Run 1, sequential cells coloured by netlist name:
The bar under the picture is 20 um long.
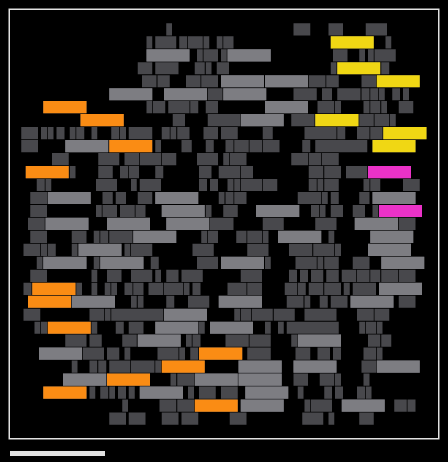
Run 1, signal wires by layer:
Two of the layers only.
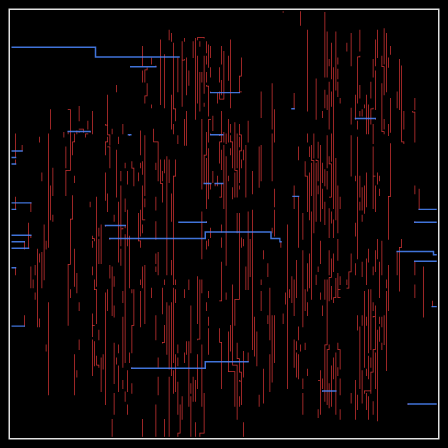
Run 1, local utilization:
The bar under the picture is 20 um long. 9 x 9 tiles, from dark purple (low) to yellow (high), 0 to 100% covered.
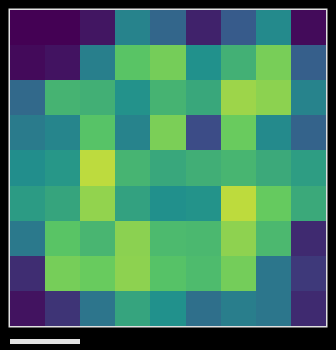
**config.mk**
```make
export PLATFORM = sky130hd
export DESIGN_NAME = pwm_deadtime_gate
export DESIGN_NICKNAME = d
export VERILOG_FILES = /design/src/rtl/motor_pkg.sv /design/src/rtl/leg_deadtime.sv /design/src/rtl/pwm_deadtime_gate.sv
export SDC_FILE = /design/constraint.sdc
export NUM_CORES = 1
export LEC_CHECK = 0
export CELL_PAD_IN_SITES_DETAIL_PLACEMENT = 0
export CELL_PAD_IN_SITES_GLOBAL_PLACEMENT = 1
export CORE_MARGIN = 2
export CORE_UTILIZATION = 49
export CTS_BUF_LIST = sky130_fd_sc_hd__clkbuf_4 sky130_fd_sc_hd__clkbuf_8 sky130_fd_sc_hd__clkbuf_16
export CTS_CLUSTER_DIAMETER = 120
export DETAILED_ROUTE_END_ITERATION = 10
export PLACE_DENSITY = 0.85
export SLEW_MARGIN = 25
export SYNTH_ARGS = -nofsm -noshare
export SYNTH_HDL_FRONTEND = slang
export SYNTH_SLANG_ARGS = --single-unit
```
**constraint.sdc**
```tcl
create_clock -name clk -period 7.1 [get_ports clk]
set_input_delay 2.13 -clock clk [delete_from_list [all_inputs] [get_ports clk]]
set_output_delay 2.13 -clock clk [all_outputs]
set_load 0.01 [all_outputs]
```
**src/rtl/motor_pkg.sv**
```systemverilog
// Shared motor-drive definitions: leg state encoding, phase bit positions and leg pair codes.
package motor_pkg;

  // Encoding equals the gate pair a leg drives in that state.
  typedef enum logic [1:0] {
    ST_OFF  = 2'b00,
    ST_ON_L = 2'b01,
    ST_ON_H = 2'b10
  } leg_state_e;

  localparam int A_POS = 5;
  localparam int A_NEG = 4;
  localparam int B_POS = 3;
  localparam int B_NEG = 2;
  localparam int C_POS = 1;
  localparam int C_NEG = 0;

  localparam logic [1:0] LEG_OFF = 2'b00;
  localparam logic [1:0] LEG_LO  = 2'b01;
  localparam logic [1:0] LEG_HI  = 2'b10;
  localparam logic [1:0] LEG_BAD = 2'b11;

  function automatic logic leg_is_bad(input logic [1:0] pair);
    return (pair == LEG_BAD);
  endfunction

  function automatic logic [1:0] state_to_gate(input leg_state_e st);
    case (st)
      ST_ON_H: return 2'b10;
      ST_ON_L: return 2'b01;
      default: return 2'b00;
    endcase
  endfunction

endpackage

```
**src/rtl/leg_deadtime.sv**
```systemverilog
// One half-bridge leg: decodes the {p,n} command, enforces dead time and drives two
// registered gate bits that can never both be high.
module leg_deadtime
  import motor_pkg::*;
#(
  parameter int DEAD_CYCLES = 50
) (
  input  logic       clk,
  input  logic       rst_n,
  input  logic       enable,
  input  logic [1:0] pair,
  input  logic       pwm_on,
  output logic [1:0] gate
);

  localparam int CNT_W = $clog2(DEAD_CYCLES + 1);
  localparam logic [CNT_W-1:0] DEAD_MAX = CNT_W'(DEAD_CYCLES);
  localparam logic [CNT_W-1:0] CNT_ZERO = {CNT_W{1'b0}};
  localparam logic [CNT_W-1:0] CNT_ONE  = CNT_W'(1'b1);

  leg_state_e       target_s;
  leg_state_e       state_r;
  leg_state_e       state_nx_s;
  logic [CNT_W-1:0] cnt_r;
  logic [CNT_W-1:0] cnt_nx_s;
  logic [1:0]       gate_r;

  // Target decode; an illegal 11 pair is treated as OFF.
  always_comb begin
    target_s = ST_OFF;
    case (pair)
      LEG_HI: begin
        if (pwm_on) target_s = ST_ON_H;
        else        target_s = ST_OFF;
      end
      LEG_LO:  target_s = ST_ON_L;
      default: target_s = ST_OFF;
    endcase
  end

  // Leg FSM. The dead counter restarts whenever nothing is requested, so every turn-on,
  // including each PWM chop pulse, follows DEAD_CYCLES of requested-but-off time.
  always_comb begin
    state_nx_s = state_r;
    cnt_nx_s   = cnt_r;
    if (!enable) begin
      state_nx_s = ST_OFF;
      cnt_nx_s   = CNT_ZERO;
    end else begin
      case (state_r)
        ST_OFF: begin
          if (target_s == ST_OFF) begin
            cnt_nx_s = CNT_ZERO;
          end else if (cnt_r == DEAD_MAX) begin
            state_nx_s = target_s;
          end else begin
            cnt_nx_s = cnt_r + CNT_ONE;
          end
        end
        ST_ON_H, ST_ON_L: begin
          if (target_s != state_r) begin
            state_nx_s = ST_OFF;
            cnt_nx_s   = CNT_ZERO;
          end else begin
            state_nx_s = state_r;
          end
        end
        default: begin
          state_nx_s = ST_OFF;
          cnt_nx_s   = CNT_ZERO;
        end
      endcase
    end
  end

  // State, dead counter and gate registers; gates follow the next state to save a cycle.
  always_ff @(posedge clk or negedge rst_n) begin
    if (!rst_n) begin
      state_r <= ST_OFF;
      cnt_r   <= CNT_ZERO;
      gate_r  <= 2'b00;
    end else begin
      state_r <= state_nx_s;
      cnt_r   <= cnt_nx_s;
      gate_r  <= state_to_gate(state_nx_s);
    end
  end

  assign gate = gate_r;

endmodule

```
**src/rtl/pwm_deadtime_gate.sv**
```systemverilog
// Three-phase gate driver: synchronises the commutation command, chops the high sides with
// a fixed-period PWM and hands each leg to a dead-time controller.
module pwm_deadtime_gate
  import motor_pkg::*;
#(
  parameter int PWM_W       = 12,
  parameter int DEAD_CYCLES = 50,
  parameter int SYNC_STAGES = 2
) (
  input  logic             clk,
  input  logic             rst_n,
  input  logic             enable,
  input  logic [5:0]       phase_cmd,
  input  logic [PWM_W-1:0] duty,
  output logic [5:0]       gate,
  output logic             pwm_sync,
  output logic             fault
);

  localparam logic [PWM_W-1:0] CNT_MAX  = {PWM_W{1'b1}};
  localparam logic [PWM_W-1:0] CNT_ZERO = {PWM_W{1'b0}};
  localparam logic [PWM_W-1:0] CNT_ONE  = PWM_W'(1'b1);

  logic [SYNC_STAGES-1:0][5:0] sync_r;
  logic [5:0]                  cmd_s;
  logic [PWM_W-1:0]            cnt_r;
  logic [PWM_W-1:0]            duty_q_r;
  logic                        pwm_on_s;
  logic                        pwm_sync_r;
  logic                        fault_r;
  logic                        bad_s;

  assign cmd_s    = sync_r[SYNC_STAGES-1];
  assign pwm_on_s = (cnt_r < duty_q_r);
  assign bad_s    = leg_is_bad(cmd_s[A_POS:A_NEG]) | leg_is_bad(cmd_s[B_POS:B_NEG])
                  | leg_is_bad(cmd_s[C_POS:C_NEG]);

  // Command synchroniser from the commutation clock domain.
  always_ff @(posedge clk or negedge rst_n) begin
    if (!rst_n) sync_r <= {(SYNC_STAGES*6){1'b0}};
    else        sync_r <= {sync_r[SYNC_STAGES-2:0], phase_cmd};
  end

  // PWM counter, period-aligned duty latch and wrap pulse.
  always_ff @(posedge clk or negedge rst_n) begin
    if (!rst_n) begin
      cnt_r      <= CNT_ZERO;
      duty_q_r   <= CNT_ZERO;
      pwm_sync_r <= 1'b0;
    end else begin
      cnt_r      <= cnt_r + CNT_ONE;
      pwm_sync_r <= (cnt_r == CNT_MAX);
      if (cnt_r == CNT_MAX) duty_q_r <= duty;
      else                  duty_q_r <= duty_q_r;
    end
  end

  // Sticky illegal-command flag, cleared only by disabling the drive.
  always_ff @(posedge clk or negedge rst_n) begin
    if (!rst_n)      fault_r <= 1'b0;
    else if (!enable) fault_r <= 1'b0;
    else if (bad_s)   fault_r <= 1'b1;
    else              fault_r <= fault_r;
  end

  leg_deadtime #(.DEAD_CYCLES(DEAD_CYCLES)) u_leg_a (
    .clk(clk), .rst_n(rst_n), .enable(enable), .pair(cmd_s[A_POS:A_NEG]),
    .pwm_on(pwm_on_s), .gate(gate[A_POS:A_NEG])
  );

  leg_deadtime #(.DEAD_CYCLES(DEAD_CYCLES)) u_leg_b (
    .clk(clk), .rst_n(rst_n), .enable(enable), .pair(cmd_s[B_POS:B_NEG]),
    .pwm_on(pwm_on_s), .gate(gate[B_POS:B_NEG])
  );

  leg_deadtime #(.DEAD_CYCLES(DEAD_CYCLES)) u_leg_c (
    .clk(clk), .rst_n(rst_n), .enable(enable), .pair(cmd_s[C_POS:C_NEG]),
    .pwm_on(pwm_on_s), .gate(gate[C_POS:C_NEG])
  );

  assign pwm_sync = pwm_sync_r;
  assign fault    = fault_r;

endmodule

```
==> flow_summary.ini, run 1 <==
; generated from flow reports
[critical_path]
worst-path-max-fanout = 14
end_kind = register
timing.rr.end = u_leg_b.cnt_r[3]
path_cells = clkdlybuf4s50_1 -> nand3_1 -> nor3b_4 -> nor2b_2 -> a221o_1
rr_startpoint = cnt_r[7]

[global_routing]
grt_first_pass_wirelength_mm = 11.8

[synth]
yosys_area_mm2 = 0.00360
synth_top_cell_by_count = dfrtp_1
postSynthRegisterBits = 68
synthesis.area_per_instance_um2 = 10.4
yosys_warning_total = 0
synth_simple_gate_area_share = 0.189
fp_nets = 402
ys_seq_frac = 0.472
mappedNetlistArea_mm2 = 0.00360

[min_path]
worstHoldStart = sync_r[1]
worst_hold_path_type = register to register

[sta]
layout_worst_path_cycle_share = 0.514
final-max-slew-violation-count = 0
timing.max_slew.rel_slack = 0.356

[placed_design]
gp_routability_congestion = 0.739
io_buffer_count = 28
post-dp-hpwl_mm = 4.57

[clock_tree]
cts.root.buffer_cell = clkbuf_8
clk_pin_slew_ns = 0.08

[drt]
firstDrtPassIters = 4

[power_and_ir_drop]
peakVddDrop_mv = 0.122

[finish]
final-instance-count-excl-fill = 485
final_instance_area_mm2 = 0.00424
fin_nets = 435

[die]
count_of_standard_cell_rows = 31
ioPinCount = 29

[outcome]
status = finished, final reports clean

[run]
max-cap-violations = 0
openroad_warning_count = 38
Back to the opening pictures, 'sequential cells coloured by netlist name':
legend:
  orange:
    name_in_the_netlist: `duty_q_r`
    flops: 12
  magenta:
    name_in_the_netlist: `u_leg_a.state_r`
    flops: 2
  yellow:
    name_in_the_netlist: `u_leg_a.cnt_r`
    flops: 6
    where: upper right
final cell utilization of the core: 0.591
Seq group: 0.000398 W
register cell area after layout: 0.00170 mm^2

Back to the opening pictures, 'signal wires by layer':
legend:
  red:
    layer: met2
    wire_length: 3,010 um
  blue:
    layer: met3
    wire_length: 191 um
total number of vias: 2,549
wirelength, routed: 6.41 mm
GRT Overall Usage: 0.179
WL/cell: 13.2 um

Back to the opening pictures, 'local utilization':
emptiest ninth of the die: upper left
tiles over 75% full: 20%
fullest tile: 90%
starting density of the core: 0.502
core area: 0.00718 mm^2

[run 1: cells in the final DEF, fill, tap and decap left out, types with 4 or more instances in the layout]
| cell | instances |
|---|---|
| a21o_1 | 11 |
| a21oi_1 | 7 |
| a22o_1 | 12 |
| and3_1 | 4 |
| clkbuf_8 | 11 |
| clkdlybuf4s50_1 | 27 |
| dfrtp_1 | 68 |
| ha_1 | 33 |
| inv_1 | 33 |
| nand2_1 | 28 |
| nand3_1 | 15 |
| nand4_1 | 4 |
| nor2_1 | 30 |
| nor2b_1 | 6 |
| nor3_1 | 4 |
| nor3b_1 | 8 |
| o21ai_0 | 19 |
| xnor2_1 | 8 |
| xor2_1 | 5 |
[run 1: sequential cells by signal, summed over array words and instances (netlist names)]
name,flops
cnt_r,12
duty_q_r,12
cmd_s,6
sync_r,6
u_leg_a.cnt_r,6
u_leg_b.cnt_r,6
u_leg_c.cnt_r,6
u_leg_a.gate,2
u_leg_a.state_r,2
u_leg_b.gate,2
u_leg_b.state_r,2
u_leg_c.gate,2
u_leg_c.state_r,2
fault,1
pwm_sync,1
[run 1: routing by layer]
layer	track usage	part of all wire	vias to the layer above
li1	-	-	1281
met1	0.236	0.48	1215
met2	0.282	0.47	42
met3	0.0419	0.030	11
met4	0.0821	0.020	0
met5	0	0	-
[run 1: layout make-up]
cell class | instances | area [um^2]
flip-flops and latches | 68 | 1700
inverters | 33 | 124
multi-input cells | 240 | 1750
fillers | 612 | 2940
repair buffers | 29 | 283
clock inverters | 5 | 106
clock buffers | 11 | 151
well taps | 99 | 124
[run 1: where the power goes]
part           internal (W)  total [W]  switching [W]
logic             0.0000224  0.0000464      0.0000240
clock network      0.000254   0.000404       0.000150
registers          0.000393   0.000398     0.00000517
total              0.000669   0.000849       0.000180
Run 1, the clock network:
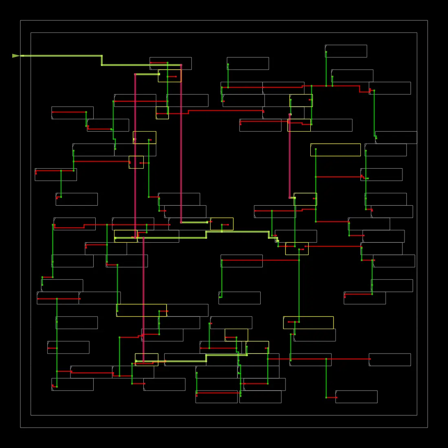

==> inputs of run 2 (changes only) <==
CORE_UTILIZATION = 46   (was 49)
PLACE_DENSITY = 0.81   (was 0.85)
clock period = 3.5 ns   (was 7.1 ns; I/O delays follow)
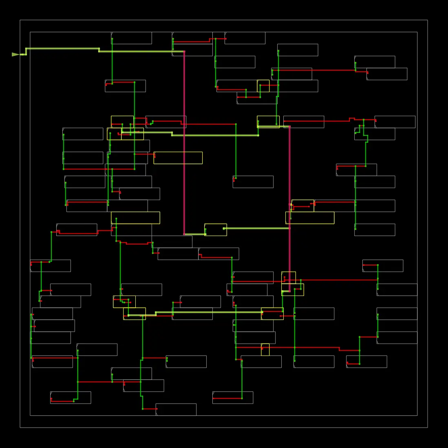
Run 2: the clock network
Fin Clk Skew: 0.00843 ns
number of clock-tree buffers in the layout: 10
number of clock sinks seen by CTS: 68

==> run 2 against run 1 <==
  * Final area increased by 0.12%
  * Synthesized cell count is the same
  * Area after synthesis unchanged
  * Critical path depth grew 3
  * Worst hold slack lost 0.0018 ns
  * Total power up 99%
  * Final cell count rose by 1.0%
  * Flip-flop count is the same
  * Clock power increased by 95%
  * Combinational power grew 110%
  * First-iteration DRC count is 14% lower
==> flow_summary.ini, run 2 <==
; generated from flow reports
[outcome]
status = finished, final reports clean

[global_routing]
antenna_violations_before_repair = 0
grt_first_pass_wirelength_mm = 11.7
first_global_vias = 2657
grt_overflow_total = 0
groute.usage.overall = 0.171

[finish]
mostFrequentLayoutCells = dfrtp_1, inv_1, ha_1, nor2_1, nand2_1
layout_top_cell = dfrtp_1
area_growth_pct = 17.8
fin_nets = 437
final-instance-count-excl-fill = 490
drive_gt1_frac = 0.0902
final_instance_area_mm2 = 0.00424
layout_top_registers = cnt_r: 12 flops, duty_q_r: 12 flops
insertedDiodeCount = 0

[drt]
drt-total-wl_mm = 6.52
detailroute.via_count = 2572
wl_per_cell_um = 13.3
vias_per_cell = 5.25
firstDrtPassIters = 4

[clock_tree]
ctsHoldBuffers = 0
cts_tree = built
clk_path_buf_depth = 2
clk-insertion-delay-late_ns = 0.34
tritoncts.num_buffers = 9
cts.root.buffer_cell = clkbuf_8
clk_pin_slew_ns = 0.07
post_cts.repair.setup_buffers = 0

[sta]
post-route-worst-setup-slack_ns = 0.801
finalHoldViolCount = 0
setup_viol_count_final = 0
min_period_ns = 2.70
layout_worst_path_cycle_share = 0.771
timing.max_slew.rel_slack = 0.432
final-max-slew-violation-count = 0

[critical_path]
worst_ep_required_time_ns = 3.72
cp_slowest_stage_delay_ns = 0.58
worst-path-max-fanout = 7
worst_ep_arrival_time_ns = 2.92
path_cells = ha_1 -> nand4_1 -> or4_4 -> o21ai_2 -> nor2_1 -> o211a_1 -> nor2b_2 -> a221o_1
path_delay_family = simple AND/OR/NAND/NOR gates
end_kind = register

[synth]
ys_seq_frac = 0.472
ys_types = 41
synthesis.area_per_instance_um2 = 10.4
synthesis.instances = 348
yosys_warning_total = 0
yosys.area.top_type = dfrtp_1
synthTopCellsByCount = dfrtp_1, ha_1, inv_1
yosys_area_mm2 = 0.00360
synth_top_cell_by_count = dfrtp_1
yosysTopAreaCellShare = 0.472
mappedNetlistArea_mm2 = 0.00360
async_reset_ff_frac = 1.00
postSynthRegisterBits = 68
ys.flop_type = dfrtp_1
synth_stat.cells = 348
fp_nets = 402
edff_count_synth = 0

[run]
openroad_warning_count = 38
max-cap-violations = 0

[placed_design]
placedCellCount = 474
post-dp-hpwl_mm = 4.63
placed_instance_area_mm2 = 0.00400
io_buffer_count = 28
gp_routability_congestion = 0.777
dp_slack_ns = 0.685

[die]
count_of_standard_cell_rows = 32
chipWidth_um = 92.5
ioPinCount = 29
initial_core_util = 0.471
floorplan.die.height_um = 92.5
design.core.area_mm2 = 0.00765

[power_and_ir_drop]
fin_total_pwr_w = 0.00169
peakVddDrop_mv = 0.265

[min_path]
worst_hold_path_type = register to register
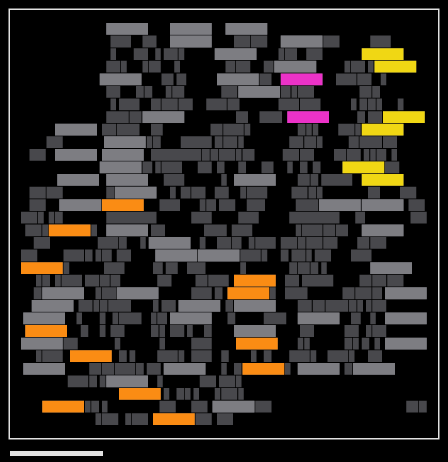
Run 2: sequential cells coloured by netlist name
The bar under the picture is 20 um long.
legend:
  yellow:
    name_in_the_netlist: `u_leg_a.cnt_r`
    flops: 6
    where: upper right
  orange:
    name_in_the_netlist: `duty_q_r`
    flops: 12
  magenta:
    name_in_the_netlist: `u_leg_a.state_r`
    flops: 2
not coloured: 48
final cell utilization of the core: 0.555
Seq group: 0.000807 W
register fraction of the total cell area: 0.401

run 2: cell types whose count changed in the layout (fill, tap and decap cells not counted):
cell	before	now
buf_4	1	3
clkbuf_4	0	1
clkinv_2	0	1
clkbuf_8	11	9
clkinv_4	0	2
clkinvlp_4	1	0
inv_6	1	0
run 2: cell families after synthesis:
group / count (synthesis) / synth area share
xor+xnor: 13 / 0.0316
fa+ha+maj: 33 / 0.115
simple gates: 120 / 0.189
compound gates: 74 / 0.151
buf+inv: 40 / 0.0420
flops: 68 / 0.472
run 2: power breakdown:
part	switching (W)	total, W	internal (W)
Clock	0.000305	0.000787	0.000483
Combinational	0.0000502	0.0000966	0.0000464
Sequential	0.00000974	0.000807	0.000797
run 2: final cells by class:
type	count	area (um^2)
clock inverter	6	113
tap	102	128
sequential	68	1700
timing repair buffer	31	298
inverter	33	124
multi-input combinational	240	1750
clock buffer	10	131
fill	675	3400
run 2: per-layer routing:
metal | routed length (um) | global-route usage | up-vias
met5 | 0 | 0 | -
met4 | 78 | 0.0510 | 0
met3 | 224 | 0.0480 | 6
met2 | 3040 | 0.285 | 41
met1 | 3180 | 0.216 | 1237
li1 | - | - | 1288
run 2: worst paths after layout:
check | from | to | slack (ns) | cells after the start
setup / recovery | cnt_r[9] | u_leg_b.cnt_r[3] | 0.80 | 8
hold / removal | sync_r[2] | cmd_s[2] | 0.35 | 0
setup reg to reg | cnt_r[9] | u_leg_b.cnt_r[3] | 0.80 | 8
hold reg to reg | sync_r[2] | cmd_s[2] | 0.35 | 0
max in group asynchronous | rst_n | u_leg_b.cnt_r[1] | 2.04 | 2
min in group asynchronous | rst_n | u_leg_c.cnt_r[2] | 0.91 | 2
Run 2, routed metal per tile:
18 x 18 tiles, from dark purple (low) to yellow (high), scaled to the fullest tile. Values are wire area over tile area, all layers added.
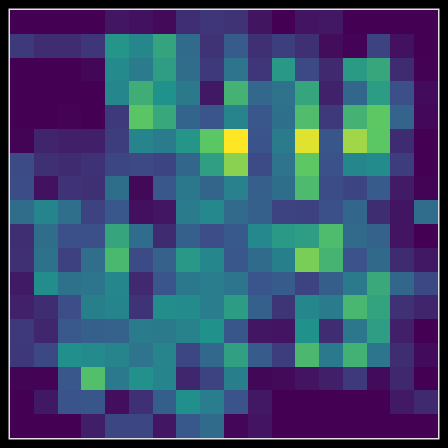

==> inputs of run 3 (changes only) <==
CORE_UTILIZATION = 41   (was 46)
PLACE_DENSITY = 0.76   (was 0.81)
clock period = 2.4 ns   (was 3.5 ns; I/O delays follow)
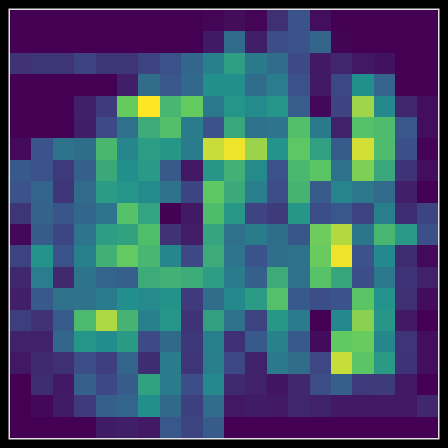
Run 3: routed metal per tile
20 x 20 tiles, from dark purple (low) to yellow (high), scaled to the fullest tile. Values are wire area over tile area, all layers added.
tiles over half the peak: 22%
mean over tiles: 0.11
emptiest ninth of the die: upper left
nearly empty tiles: 17%
fullest tile: 0.38
GRT Overall Usage: 0.155
total number of vias: 2,680
wirelength, routed: 6.96 mm
WL/cell: 13.4 um

==> run 3 against run 2 <==
  * The run now ends with negative setup slack left
  * Final area up 6.5%
  * Clock power up 9.1%
  * Total power is 30% higher
  * Utilization is 3.2 points lower
  * Sequential power is 46% higher
  * Register-to-register slack worse by 0.88 ns
  * Clock skew grew 0.0025 ns
  * Routed wire length increased by 6.7%
  * Via count increased by 4.2%
  * Flip-flop count unchanged
  * Largest cell class unchanged
  * Largest power group unchanged
  * Highest routed layer unchanged
==> flow_summary.ini, run 3 <==
; generated from flow reports
[die]
count_of_standard_cell_rows = 34
ioPinCount = 29
chipWidth_um = 97.7
floorplan.die.height_um = 97.7

[drt]
dr_top_layer = met4
firstDrtPassIters = 4
met1_length_mm = 3.24
wl_met3_um = 217
vias_per_cell = 5.14

[run]
openroad_warning_count = 40

[sta]
setup_viol_count_final = 11
post-route-worst-setup-slack_ns = -0.0813
final-max-slew-violation-count = 0
finalClockSkew_ns = 0.0109
min_period_ns = 2.48
layout_worst_path_cycle_share = 1.03
finalHoldViolCount = 0

[power_and_ir_drop]
power.share.sequential = 0.535
cell_internal_pwr_w = 0.00167
clkPwrFrac = 0.390
net-switching-power_w = 0.000532
switching_share = 0.242
fin_total_pwr_w = 0.00220
peakVddDrop_mv = 0.305

[min_path]
hold_end = cmd_s[1]
worst_hold_path_type = register to register
worstHoldStart = sync_r[1]

[synth]
synthTopCellsByCount = dfrtp_1, ha_1, inv_1
synth_top_cell_by_count = dfrtp_1
synth_stat.cells = 348
async_reset_ff_frac = 1.00
synthesis.instances = 348
ys.flop_type = dfrtp_1
edff_count_synth = 0
postSynthRegisterBits = 68
fp_nets = 402
ys_types = 41
yosys_warning_total = 0
synthesis.area_per_instance_um2 = 10.4
ys_seq_frac = 0.472
yosys.area.top_type = dfrtp_1

[global_routing]
grt_first_pass_wirelength_mm = 12.0
met1_usage = 0.192
grt_use_met2 = 0.264
antenna_violations_before_repair = 0
first_global_vias = 2702

[critical_path]
cp_num_cells = 8
worst_ep_arrival_time_ns = 2.71
worst_ep_required_time_ns = 2.63
cp_slowest_stage_delay_ns = 0.50
timing.rr.end = u_leg_b.cnt_r[3]
reg2reg_slack_ns = -0.08
end_kind = register
rr_worst_depth = 8
rr_startpoint = cnt_r[11]
path_cells = ha_4 -> nand4_1 -> or4_4 -> o21ai_4 -> nor3_2 -> nor3b_4 -> nor2b_4 -> a221o_1

[placed_design]
io_buffer_count = 28
gp_routability_congestion = 0.825

[outcome]
status = finished, violations left
failing_checks = negative setup slack

[clock_tree]
clk_pin_slew_ns = 0.08
clk-insertion-delay-late_ns = 0.34
tritoncts.num_buffers = 9
cts.root.buffer_cell = clkbuf_8
ctsHoldBuffers = 0

[finish]
mostFrequentLayoutCells = dfrtp_1, inv_1, ha_1, nand2_1, nor2_1
layout_top_registers = cnt_r: 12 flops, duty_q_r: 12 flops
fin_nets = 462
insertedDiodeCount = 0
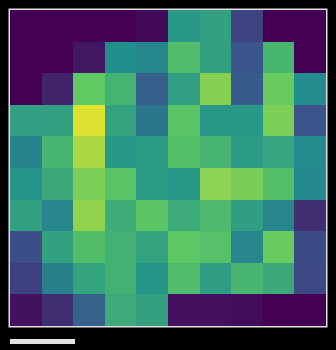
Run 3: local utilization
The bar under the picture is 20 um long. 10 x 10 tiles, from dark purple (low) to yellow (high), 0 to 100% covered.
nearly empty tiles: 12%
emptiest ninth of the die: upper left
tiles over 75% full: 11%
fullest tile: 95%
core area: 0.00864 mm^2
final cell utilization of the core: 0.523
starting density of the core: 0.417

==> run 3: cell types whose count changed in the layout (fill, tap and decap cells not counted), moves of 3 or more <==
cell       change
buf_4         +23
a21oi_1        -3
a21oi_2        +3
bufinv_16      -3
ha_1           -3
ha_4           +3
o21ai_0        -3
o21ai_4        +3
==> run 3: metrics by stage <==
stage,setup slack [ns],setup TNS [ns],std cells
after floorplan,0.0145,0,348
after global placement,-0.0537,-0.141,501
after detailed placement,-0.0965,-0.349,501
after CTS,-0.0630,-0.260,517
after global routing,-0.169,-1.96,521
final,-0.0813,-0.416,521
==> run 3: logic make-up after synthesis <==
logic type | Yosys count | synth area share
simple gates | 120 | 0.189
compound gates | 74 | 0.151
flops | 68 | 0.472
buf+inv | 40 | 0.0420
fa+ha+maj | 33 | 0.115
xor+xnor | 13 | 0.0316
==> run 3: power by group through the flow <==
stage | clock [W] | combinational, W | sequential (W)
2_1_floorplan | 0 | 0.0000652 | 0.00120
3_3_place_gp | 0 | 0.000148 | 0.00120
3_5_place_dp | 0 | 0.000150 | 0.00120
4_1_cts | 0.000894 | 0.000156 | 0.00118
5_1_grt | 0.000944 | 0.000184 | 0.00118
6_report | 0.000859 | 0.000164 | 0.00118
==> run 3: repair_timing <==
| action | in CTS | in global routing |
|---|---|---|
| pin swaps | 9 | 12 |
| resized | 12 | 17 |
| buffers inserted | 0 | 4 |
| setup endpoints to repair | 14 | 22 |
==> run 3: layout make-up <==
class / count / area, um^2 / share of cell area
clock inverters: 4 / 25.0 / 0.00554
multi-input cells: 240 / 1890 / 0.418
repair buffers: 56 / 493 / 0.109
clock buffers: 12 / 153 / 0.0338
well taps: 108 / 135 / 0.0299
flip-flops and latches: 68 / 1700 / 0.377
inverters: 33 / 124 / 0.0274
Power and IR drop assume default switching activity.
